--- src/rtl/seq_calculator.sv ---
// Sequential calculator core: WIDTH-bit accumulator driven by a
// valid/ready command stream. Single-cycle ALU ops; MUL is a
// WIDTH-step shift-add sequence.
module seq_calculator #(
  parameter int WIDTH = 8
) (
  input  logic             clk,
  input  logic             rst,
  input  logic             in_valid,
  output logic             in_ready,
  input  logic [2:0]       in_op,
  input  logic [WIDTH-1:0] in_operand,
  output logic [WIDTH-1:0] result,
  output logic             res_valid,
  output logic             busy,
  output logic             flag_zero,
  output logic             flag_carry,
  output logic             flag_ovf
);

  localparam int CW = $clog2(WIDTH + 1);

  typedef enum logic {S_IDLE, S_MUL} state_e;

  localparam logic [2:0] OP_LOAD = 3'd0, OP_ADD = 3'd1, OP_SUB = 3'd2,
                         OP_MUL  = 3'd3, OP_AND = 3'd4, OP_OR  = 3'd5,
                         OP_XOR  = 3'd6, OP_CLR = 3'd7;

  state_e               state_q, state_d;
  logic [WIDTH-1:0]     acc_q, acc_d;
  logic [WIDTH-1:0]     mb_q, mb_d;      // multiplier, consumed LSB first
  logic [2*WIDTH-1:0]   ma_q, ma_d;      // multiplicand, shifted left each step
  logic [2*WIDTH-1:0]   prod_q, prod_d;
  logic [CW-1:0]        cnt_q, cnt_d;
  logic                 zero_q, zero_d, carry_q, carry_d, ovf_q, ovf_d;
  logic                 rv_q, rv_d;

  logic                 accept;
  logic [WIDTH:0]       sum, diff;
  logic [2*WIDTH-1:0]   step_prod;
  logic                 last_step;

  assign in_ready   = (state_q == S_IDLE) && !rst;
  assign accept     = in_valid && in_ready;
  assign result     = acc_q;
  assign res_valid  = rv_q;
  assign busy       = (state_q == S_MUL);
  assign flag_zero  = zero_q;
  assign flag_carry = carry_q;
  assign flag_ovf   = ovf_q;

  assign sum       = {1'b0, acc_q} + {1'b0, in_operand};
  assign diff      = {1'b0, acc_q} - {1'b0, in_operand};
  assign step_prod = prod_q + (mb_q[0] ? ma_q : '0);
  assign last_step = (cnt_q == CW'(WIDTH - 1));

  // Next-state, ALU and multiply sequencing
  always_comb begin
    state_d = state_q;
    acc_d   = acc_q;
    mb_d    = mb_q;
    ma_d    = ma_q;
    prod_d  = prod_q;
    cnt_d   = cnt_q;
    zero_d  = zero_q;
    carry_d = carry_q;
    ovf_d   = ovf_q;
    rv_d    = 1'b0;
    case (state_q)
      S_IDLE: begin
        if (accept) begin
          if (in_op == OP_MUL) begin
            state_d = S_MUL;
            ma_d    = {{WIDTH{1'b0}}, acc_q};
            mb_d    = in_operand;
            prod_d  = '0;
            cnt_d   = '0;
          end else begin
            carry_d = 1'b0;
            ovf_d   = 1'b0;
            rv_d    = 1'b1;
            case (in_op)
              OP_LOAD: acc_d = in_operand;
              OP_ADD: begin
                acc_d   = sum[WIDTH-1:0];
                carry_d = sum[WIDTH];
                ovf_d   = (acc_q[WIDTH-1] == in_operand[WIDTH-1]) &&
                          (sum[WIDTH-1] != acc_q[WIDTH-1]);
              end
              OP_SUB: begin
                acc_d   = diff[WIDTH-1:0];
                carry_d = diff[WIDTH];   // borrow: A < B unsigned
                ovf_d   = (acc_q[WIDTH-1] != in_operand[WIDTH-1]) &&
                          (diff[WIDTH-1] != acc_q[WIDTH-1]);
              end
              OP_AND:  acc_d = acc_q & in_operand;
              OP_OR:   acc_d = acc_q | in_operand;
              OP_XOR:  acc_d = acc_q ^ in_operand;
              OP_CLR:  acc_d = '0;
              default: acc_d = acc_q;
            endcase
            zero_d = (acc_d == '0);
          end
        end
      end
      S_MUL: begin
        prod_d = step_prod;
        ma_d   = ma_q << 1;
        mb_d   = mb_q >> 1;
        cnt_d  = cnt_q + CW'(1);
        if (last_step) begin
          // Final step folds straight into the accumulator
          state_d = S_IDLE;
          cnt_d   = '0;
          acc_d   = step_prod[WIDTH-1:0];
          zero_d  = (step_prod[WIDTH-1:0] == '0);
          carry_d = 1'b0;
          ovf_d   = |step_prod[2*WIDTH-1:WIDTH];
          rv_d    = 1'b1;
        end
      end
      default: state_d = S_IDLE;
    endcase
  end

  // State registers; reset aborts any multiply in flight
  always_ff @(posedge clk) begin
    if (rst) begin
      state_q <= S_IDLE;
      acc_q   <= '0;
      mb_q    <= '0;
      ma_q    <= '0;
      prod_q  <= '0;
      cnt_q   <= '0;
      zero_q  <= 1'b0;
      carry_q <= 1'b0;
      ovf_q   <= 1'b0;
      rv_q    <= 1'b0;
    end else begin
      state_q <= state_d;
      acc_q   <= acc_d;
      mb_q    <= mb_d;
      ma_q    <= ma_d;
      prod_q  <= prod_d;
      cnt_q   <= cnt_d;
      zero_q  <= zero_d;
      carry_q <= carry_d;
      ovf_q   <= ovf_d;
      rv_q    <= rv_d;
    end
  end

endmodule

--- config.mk ---
export PLATFORM = sky130hd
export DESIGN_NAME = seq_calculator
export DESIGN_NICKNAME = d
export VERILOG_FILES = /design/src/rtl/seq_calculator.sv
export SDC_FILE = /design/constraint.sdc
export NUM_CORES = 1
export LEC_CHECK = 0
export CAP_MARGIN = 15
export CORE_UTILIZATION = 51
export DETAILED_ROUTE_END_ITERATION = 16
export DONT_BUFFER_PORTS = 1
export HOLD_SLACK_MARGIN = 0.12
export PLACE_DENSITY = 0.72
export REMOVE_ABC_BUFFERS = 1
export SLEW_MARGIN = 20
export SYNTH_ARGS = -nofsm -noshare
export SYNTH_HDL_FRONTEND = slang
export SYNTH_SLANG_ARGS = --single-unit
--- constraint.sdc ---
create_clock -name clk -period 2.6 [get_ports clk]
set_input_delay 0.52 -clock clk [delete_from_list [all_inputs] [get_ports clk]]
set_output_delay 0.52 -clock clk [all_outputs]
set_load 0.03 [all_outputs]
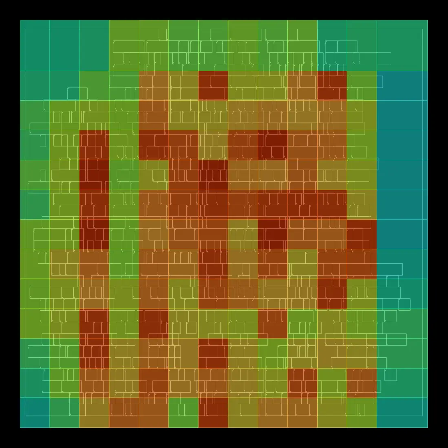
run_1/final_congestion.png
global route hottest layer: met2
met1 Usage GRT: 0.370
fin util: 0.636
DR WL/cell: 17.1 um

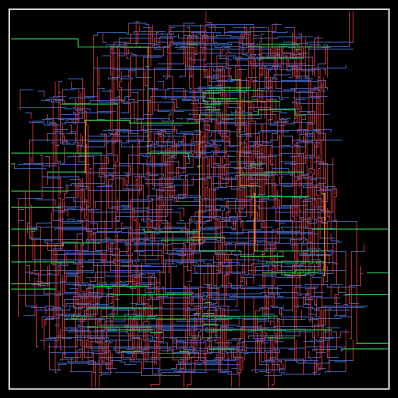
run_1/metal_stack.png
(4 px per um)
met4 -> orange  # wire length 135 um
met2 -> red  # wire length 5940 um
met3 -> green  # wire length 766 um
met1 -> blue  # wire length 5600 um
Tot GR Track Use: 0.287
Total Wirelength: 12400 um
via count: 4422

==> Slide: Implementation Results, run 1 <==
Synthesis and Place & Route Summary

Power
  – Pwr dens: ~400 mW/mm^2
  – P_leak: approximately 0.0023 uW
  – Max VDD drop: about 0.39 mV
  – Total chip power: approximately 2100 uW

Worst hold path
  – Worst hold-check path type: in -> reg

Floorplan
  – Row Count: 33
  – Chip width: 94.6 um
  – Core ar.: about 0.0083 mm^2

Place
  – Gpl congestion: between 0.8 and 0.9

Final timing
  – Final setup vio count: 2
  – Worst rel slew slack: 0.562
  – Final worst slack: -0.187 ns

CTS
  – Sink Count: around 57
  – CTS tree: yes
  – H-tree level count: 3
  – Num CTS Buffers: 9

Logic synthesis
  – Synth cell types: 60
  – Ys flop type: dfxtp_1
  – Yosys top cell by instances: a21oi_1
  – Top cells by area: dfxtp_1 (26%), ha_1 (11%), a21oi_1 (7.7%), nor2_1 (5.4%), nand2_1 (5.1%)
  – Seq/Total Area, Yosys: 0.261
  – Yosys chip area: approximately 0.0044 mm^2

Run status
  – Outcome: complete, but fails checks
  – Violated checks: negative setup slack

Drt
  – Vias/cell: 6.08
  – WL met1: between 5000 and 6000 um
  – Metal3 WL: around 770 um
  – Met2 wire len: around 6000 um
  – Iter 0 DRT Violations: 376

Cells and area
  – Largest class: multi-input combinational cells
  – Seq cells: ~57
  – Clock buf/inv share: 0.0386
  – Inverters: 28
  – Fraction of area in multi-input gates: 0.607
  – Clock buf count: 9
  – Logic cell area: between 0.003 and 0.004 mm^2

Critical path
  – Critical Path Fanout Max: 6
  – Class of the most critical setup path: reg -> reg
  – CP max stage cell: or3_4
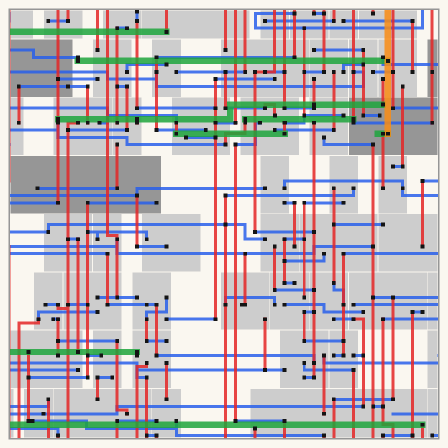
run_1/zoom.png
Window x 61 to 81, y 14 to 34 um. Cells in grey, sequential cells in the stronger grey; small squares are vias.
met4 -> orange
met1 -> blue
met2 -> red
met3 -> green
sequential cells in the window = 2
most frequent = nand2_1 (7), o21ai_0 (4), a21oi_1 (4)
netlist names of flops here include = mb_q (1), result (1)
cells with their middle in the window = 38

-- run 1: power breakdown --
part | switching [uW] | total, uW | internal (uW)
Combinational | 214 | 358 | 144
Clock | 400 | 850 | 449
Sequential | 14.8 | 900 | 886
-- run 1: registers in the layout (all words and copies together), names as in the netlist --
signal      flops
flag_ovf        1
cnt_q           4
busy            1
flag_zero       1
ma_q           16
mb_q            8
res_valid       1
result          8
prod_q         16
flag_carry      1
-- run 1: logic make-up after synthesis --
| group | after synthesis | synth area share |
|---|---|---|
| adders and majority gates | 43 | 0.128 |
| and+or+nand+nor | 203 | 0.218 |
| buffers and inverters | 62 | 0.0633 |
| AOI/OAI and AO/OA | 183 | 0.265 |
| xor gates and xnor gates | 17 | 0.0341 |
| DFF | 57 | 0.261 |
| muxes | 13 | 0.0301 |
-- run 1: layout by cell type (no fill, tap or decap), drive strengths merged, types with 4 or more instances in the layout --
| cell | n |
|---|---|
| o21ai | 33 |
| and2 | 16 |
| inv | 30 |
| nand4 | 4 |
| xor2 | 10 |
| ha | 40 |
| mux2i | 12 |
| o211ai | 5 |
| a31oi | 5 |
| clkbuf | 9 |
| a21o | 9 |
| a211oi | 9 |
| nand3 | 11 |
| or3 | 6 |
| nor2b | 4 |
| dfxtp | 57 |
| xnor2 | 7 |
| buf | 62 |
| nor3 | 8 |
| nand2b | 9 |
| a21oi | 67 |
| nor2 | 63 |
| o21a | 5 |
| a22oi | 15 |
| nand2 | 59 |
| a311oi | 4 |
| o22ai | 4 |
| o21bai | 7 |
| and3 | 17 |
-- run 1: final timing paths --
kind / from / end / slack (ns) / cells after the start
setup / recovery: mb_q[0] / flag_ovf / -0.19 / 11
hold / removal: rst / prod_q[14] / 0.24 / 1
setup reg to reg: mb_q[0] / flag_ovf / -0.19 / 11
hold reg to reg: mb_q[3] / mb_q[3] / 0.46 / 2
==> run 2: changes to the inputs <==
--- a/config.mk
+++ b/config.mk
@@ -7,10 +7,11 @@
 export LEC_CHECK = 0
 export CAP_MARGIN = 15
 export CORE_UTILIZATION = 51
+export CTS_CLUSTER_SIZE = 14
 export DETAILED_ROUTE_END_ITERATION = 16
 export DONT_BUFFER_PORTS = 1
 export HOLD_SLACK_MARGIN = 0.12
-export PLACE_DENSITY = 0.72
+export PLACE_DENSITY = 0.69
 export REMOVE_ABC_BUFFERS = 1
 export SLEW_MARGIN = 20
 export SYNTH_ARGS = -nofsm -noshare
==> constraint.sdc (replaced) <==
create_clock -name clk -period 3.1 [get_ports clk]
set_input_delay 0.62 -clock clk [delete_from_list [all_inputs] [get_ports clk]]
set_output_delay 0.62 -clock clk [all_outputs]
set_load 0.03 [all_outputs]
==> run 2 against run 1 <==
Effect of this change: the flow now finishes without violations; clock-buffer cell count is 5 higher; via count is 6.2% lower; register-to-register slack better by 0.34 ns; clock power is 22% lower; synthesized cell count stayed put; cell area is 11% lower; clock skew hardly changed; cell count is 6.1% lower; synthesized area stayed put; critical path type unchanged; critical endpoint unchanged; largest cell class unchanged.
==> Slide: Implementation Results, run 2 <==
Synthesis and Place & Route Summary

Critical path
  – CP max stage cell: fa_1
  – Setup slack, reg-to-reg: 0.15 ns (+0.34 ns)
  – Class of the most critical setup path: reg -> reg
  – Critical Path Fanout Max: 9 (+3)

Logic synthesis
  – Top cells by area: dfxtp_1 (26%), ha_1 (11%), a21oi_1 (7.7%), nor2_1 (5.4%), nand2_1 (5.1%)
  – Synth cell types: 60 (unchanged)
  – Ys flop type: dfxtp_1
  – Yosys chip area: 0.00437 mm^2 (unchanged)
  – YS warnings: 0
  – Seq/Total Area, Yosys: 0.261 (unchanged)
  – Yosys top cell by instances: a21oi_1

Place
  – Gpl congestion: 0.839 (-5.0%)
  – DP Area: approximately 0.0045 mm^2

Power
  – Max VDD drop: 0.205 mV (-47%)
  – P_leak: 0.00203 uW (-10%)
  – Pwr dens: 364 mW/mm^2 (-9.4%)

Run status
  – Outcome: finished clean

Final timing
  – Final setup vio count: 0 (-2)
  – Worst rel slew slack: 0.536 (-0.0256)

CTS
  – Num CTS Buffers: 9 (unchanged)
  – Late-Pin Clk Latency: between 0.3 and 0.4 ns
  – CTS tree: yes
  – Sink Count: 57 (unchanged)

Cells and area
  – Commonest Layout Cell: a21oi_1
  – Fin util: 0.565 (-0.0711)
  – Biggest regs: ma_q x16, prod_q x16
  – Most frequent cells in the layout: a21oi_1 (67), nor2_1 (63), nand2_1 (59), dfxtp_1 (56), ha_1 (40)

Drt
  – Post-route DRC: 0
  – WL met1: 5340 um (-4.7%)
  – Vias/cell: 6.07 (-0.18%)
  – Met2 wire len: 5070 um (-15%)
  – Iter 0 DRT Violations: 321 (-15%)
  – Metal3 WL: 692 um (-9.5%)

Floorplan
  – Row Count: 33 (unchanged)
  – Chip width: 94.6 um (unchanged)
==> run 2: cell families (layout without fill, tap and decap cells) <==
| family | count (synthesis) | in the layout | synth area share |
|---|---|---|---|
| fa+ha+maj | 43 | 43 | 0.128 |
| mux | 13 | 13 | 0.0301 |
| simple gates | 203 | 203 | 0.218 |
| flops | 57 | 57 | 0.261 |
| compound gates | 183 | 183 | 0.265 |
| xor+xnor | 17 | 17 | 0.0341 |
| buf+inv | 62 | 62 | 0.0633 |
==> run 2: area by class of cell <==
class                   instances  area, um^2  area share
flip-flops and latches         57        1140       0.245
well taps                     105         131      0.0282
repair buffers                 18         135      0.0290
clock buffers                  14         183      0.0392
inverters                      28         105      0.0225
multi-input cells             459        2960       0.634
clock inverters                 2        10.0     0.00215
==> run 2: report_power, final <==
part	internal, uW	switching [uW]
logic	105	171
registers	744	12.0
clock network	375	291
total	1220	474
==> run 2: metal layers <==
layer	GRT usage	vias to the layer above
li1	-	2039
met2	0.420	134
met4	0.0846	0
met1	0.371	1956
met5	0	-
met3	0.0572	18
==> run 2: per-stage QoR <==
step	power [uW]	setup slack, ns	hold slack, ns
floorplan	971	-0.390	0.430
detailed placement	1040	0.124	0.444
global route	1780	0.0201	0.327
global placement	1040	0.260	0.440
CTS	1710	0.0987	0.323
finish	1700	0.154	0.346
==> run 2: worst paths after layout <==
path / end / start / cells past startpoint
worst max-delay path: flag_ovf / mb_q[0] / 11
worst min register to register: mb_q[4] / mb_q[4] / 2
worst min-delay path: cnt_q[1] / rst / 1
worst max register to register: flag_ovf / mb_q[0] / 11
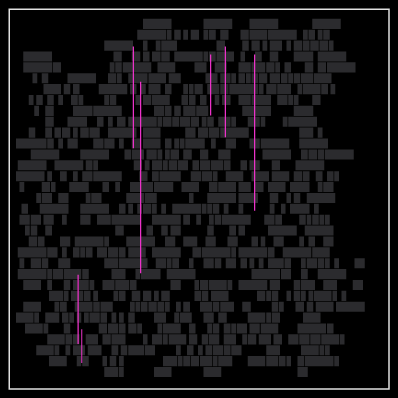
run_2/met4.png
(4 px per um) Cells faint in the background.
nets with wire on the layer = 6
main direction = vertical
longest straight run = 47.6 um

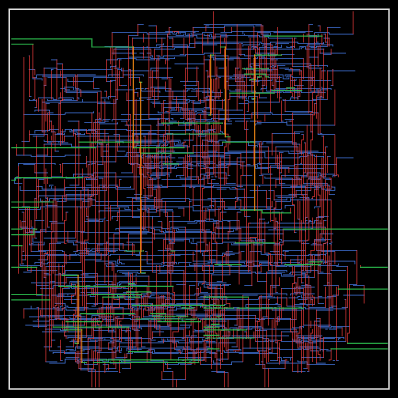
run_2/metal_stack.png
(4 px per um)
met1 -> blue  # wire length 5340 um
met2 -> red  # wire length 5070 um
met4 -> orange  # wire length 174 um
met3 -> green  # wire length 693 um
via count: 4147
DR WL/cell: 16.5 um
Total Wirelength: 11300 um
Tot GR Track Use: 0.269

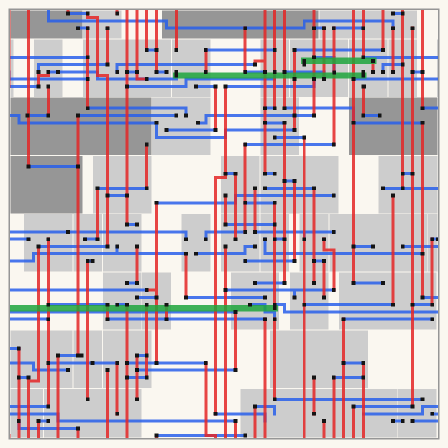
run_2/zoom.png
Window x 61 to 81, y 14 to 34 um. Cells in grey, sequential cells in the stronger grey; small squares are vias.
met2 -> red
met1 -> blue
met3 -> green
netlist names of flops here include = mb_q (1), result (1)
cells with their middle in the window = 36
sequential cells in the window = 2
most frequent = nand2_1 (5), o21ai_0 (5), ha_1 (5)

==> run 3: changes to the inputs <==
--- a/config.mk
+++ b/config.mk
@@ -6,6 +6,7 @@
 export NUM_CORES = 1
 export LEC_CHECK = 0
 export CAP_MARGIN = 15
+export CORE_ASPECT_RATIO = 1.2
 export CORE_UTILIZATION = 51
 export CTS_CLUSTER_SIZE = 14
 export DETAILED_ROUTE_END_ITERATION = 16
@@ -13,6 +14,7 @@
 export HOLD_SLACK_MARGIN = 0.12
 export PLACE_DENSITY = 0.69
 export REMOVE_ABC_BUFFERS = 1
+export SKIP_CTS_REPAIR_TIMING = 1
 export SLEW_MARGIN = 20
 export SYNTH_ARGS = -nofsm -noshare
 export SYNTH_HDL_FRONTEND = slang
==> run 3 against run 2 <==
Effect of this change: critical path type unchanged; flip-flop count stayed put; via count is 0.87% lower; sequential power is 0.7% higher; global-route usage hardly changed; largest cell class unchanged; wire length is 1.3% higher; clock-buffer cell count is 4 lower; clock power is 5.0% lower.
==> Slide: Implementation Results, run 3 <==
Synthesis and Place & Route Summary

Critical path
  – Critical Path Fanout Max: 15 (+6)
  – Class of the most critical setup path: reg -> reg
  – Setup slack, reg-to-reg: 0.18 ns (+0.03 ns)
  – CP max stage cell: dfxtp_4

Power
  – Pwr dens: 356 mW/mm^2 (-2.1%)
  – Total chip power: 1660 uW (-2.1%)
  – Max VDD drop: 0.187 mV (-8.4%)
  – P_leak: 0.00200 uW (-1.4%)

Logic synthesis
  – YS warnings: 0 (unchanged)
  – Ys flop type: dfxtp_1
  – Top cells by area: dfxtp_1 (26%), ha_1 (11%), a21oi_1 (7.7%), nor2_1 (5.4%), nand2_1 (5.1%)

Cells and area
  – Commonest Layout Cell: a21oi_1
  – Most frequent cells in the layout: a21oi_1 (67), nor2_1 (62), nand2_1 (59), dfxtp_1 (55), ha_1 (40)
  – Biggest regs: ma_q x16, prod_q x16

Final timing
  – Final worst slack: 0.183 ns (+0.0291 ns)
  – Worst rel slew slack: 0.595 (+0.0583)
  – Hold Slack: 0.336 ns (-0.00984 ns)

Drt
  – DR WL/cell: 16.5 um (+0.17%)
  – Post-route DRC: 0 (unchanged)

Run status
  – Outcome: finished clean

Place
  – Gpl congestion: 0.900 (+7.3%)

CTS
  – Sink Count: 57 (unchanged)

Floorplan
  – Row Count: 36 (+9.1%)

GRT
  – Tot GR Track Use: 0.270 (+0.000449)
[run 3: path summary, 6_finish.rpt]
| kind | end | startpoint |
|---|---|---|
| worst max register to register | flag_ovf | mb_q[0] |
| worst max-delay path | flag_ovf | mb_q[0] |
| worst min-delay path | mb_q[3] | rst |
| worst min register to register | mb_q[3] | mb_q[3] |
[run 3: per-layer routing]
layer  share of wire  up-vias  wire length (um)  track usage
met2            0.51       95              5790        0.480
li1                -     2049                 -            -
met4           0.029        0               332        0.119
met5               0        -                 0            0
met1            0.43     1940              4890        0.317
met3           0.036       27               410       0.0516
[run 3: metrics by stage]
stage               cells  setup TNS, ns   util
floorplan             544          -7.76      -
global placement      673              0  0.544
detailed placement    673              0  0.544
CTS                   689              0  0.566
global route          691              0  0.569
finish                691              0  0.569
[run 3: report_power, final]
| group | switching, uW | total [uW] | leakage (uW) | internal, uW |
|---|---|---|---|---|
| Sequential | 17.8 | 761 | 0.000462 | 743 |
| Combinational | 165 | 268 | 0.00146 | 104 |
| Clock | 323 | 633 | 0.0000805 | 310 |
[run 3: final cells by class]
class                           count  area, um^2  share of cell area
Inverter                           28         105              0.0225
Clock inverter                      6        43.8             0.00938
Timing Repair Buffer               17         128              0.0273
Sequential cell                    57        1150               0.246
Multi-Input combinational cell    459        2960               0.635
Clock buffer                       10         138              0.0295
Tap cell                          114         143              0.0306
[run 3: kinds of logic after synthesis]
logic type / share of synthesized area
compound gates: 0.265
xor+xnor: 0.0341
simple gates: 0.218
mux: 0.0301
fa+ha+maj: 0.128
buf+inv: 0.0633
flops: 0.261
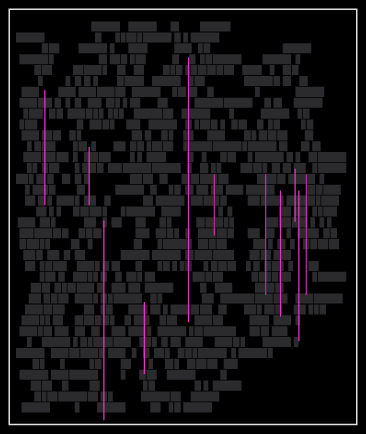
run_3/met4.png
(4 px per um) Cells faint in the background.
main direction = vertical
longest straight run = 66.0 um
via count: 4111
Total Wirelength: 11400 um

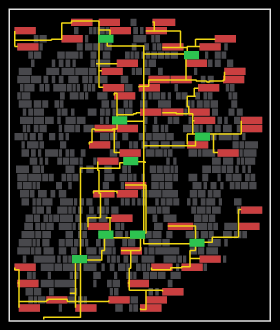
run_3/clock_map.png
(3 px per um)
flip-flops -> red  # count 57
clock wires -> yellow  # length 795 um
cells driving clock nets -> green  # count 9
flops lie = all over the die
routed clock nets = 10
Clock Power Share: 0.381
clk_skew: 0.00672 ns
P_clk: 633 uW

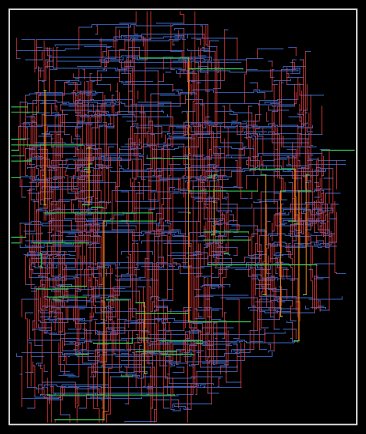
run_3/metal_stack.png
(4 px per um)
met2 -> red  # wire length 5790 um
met3 -> green  # wire length 411 um
met1 -> blue  # wire length 4890 um
met4 -> orange  # wire length 333 um

Power is estimated from default activity; no workload was simulated.
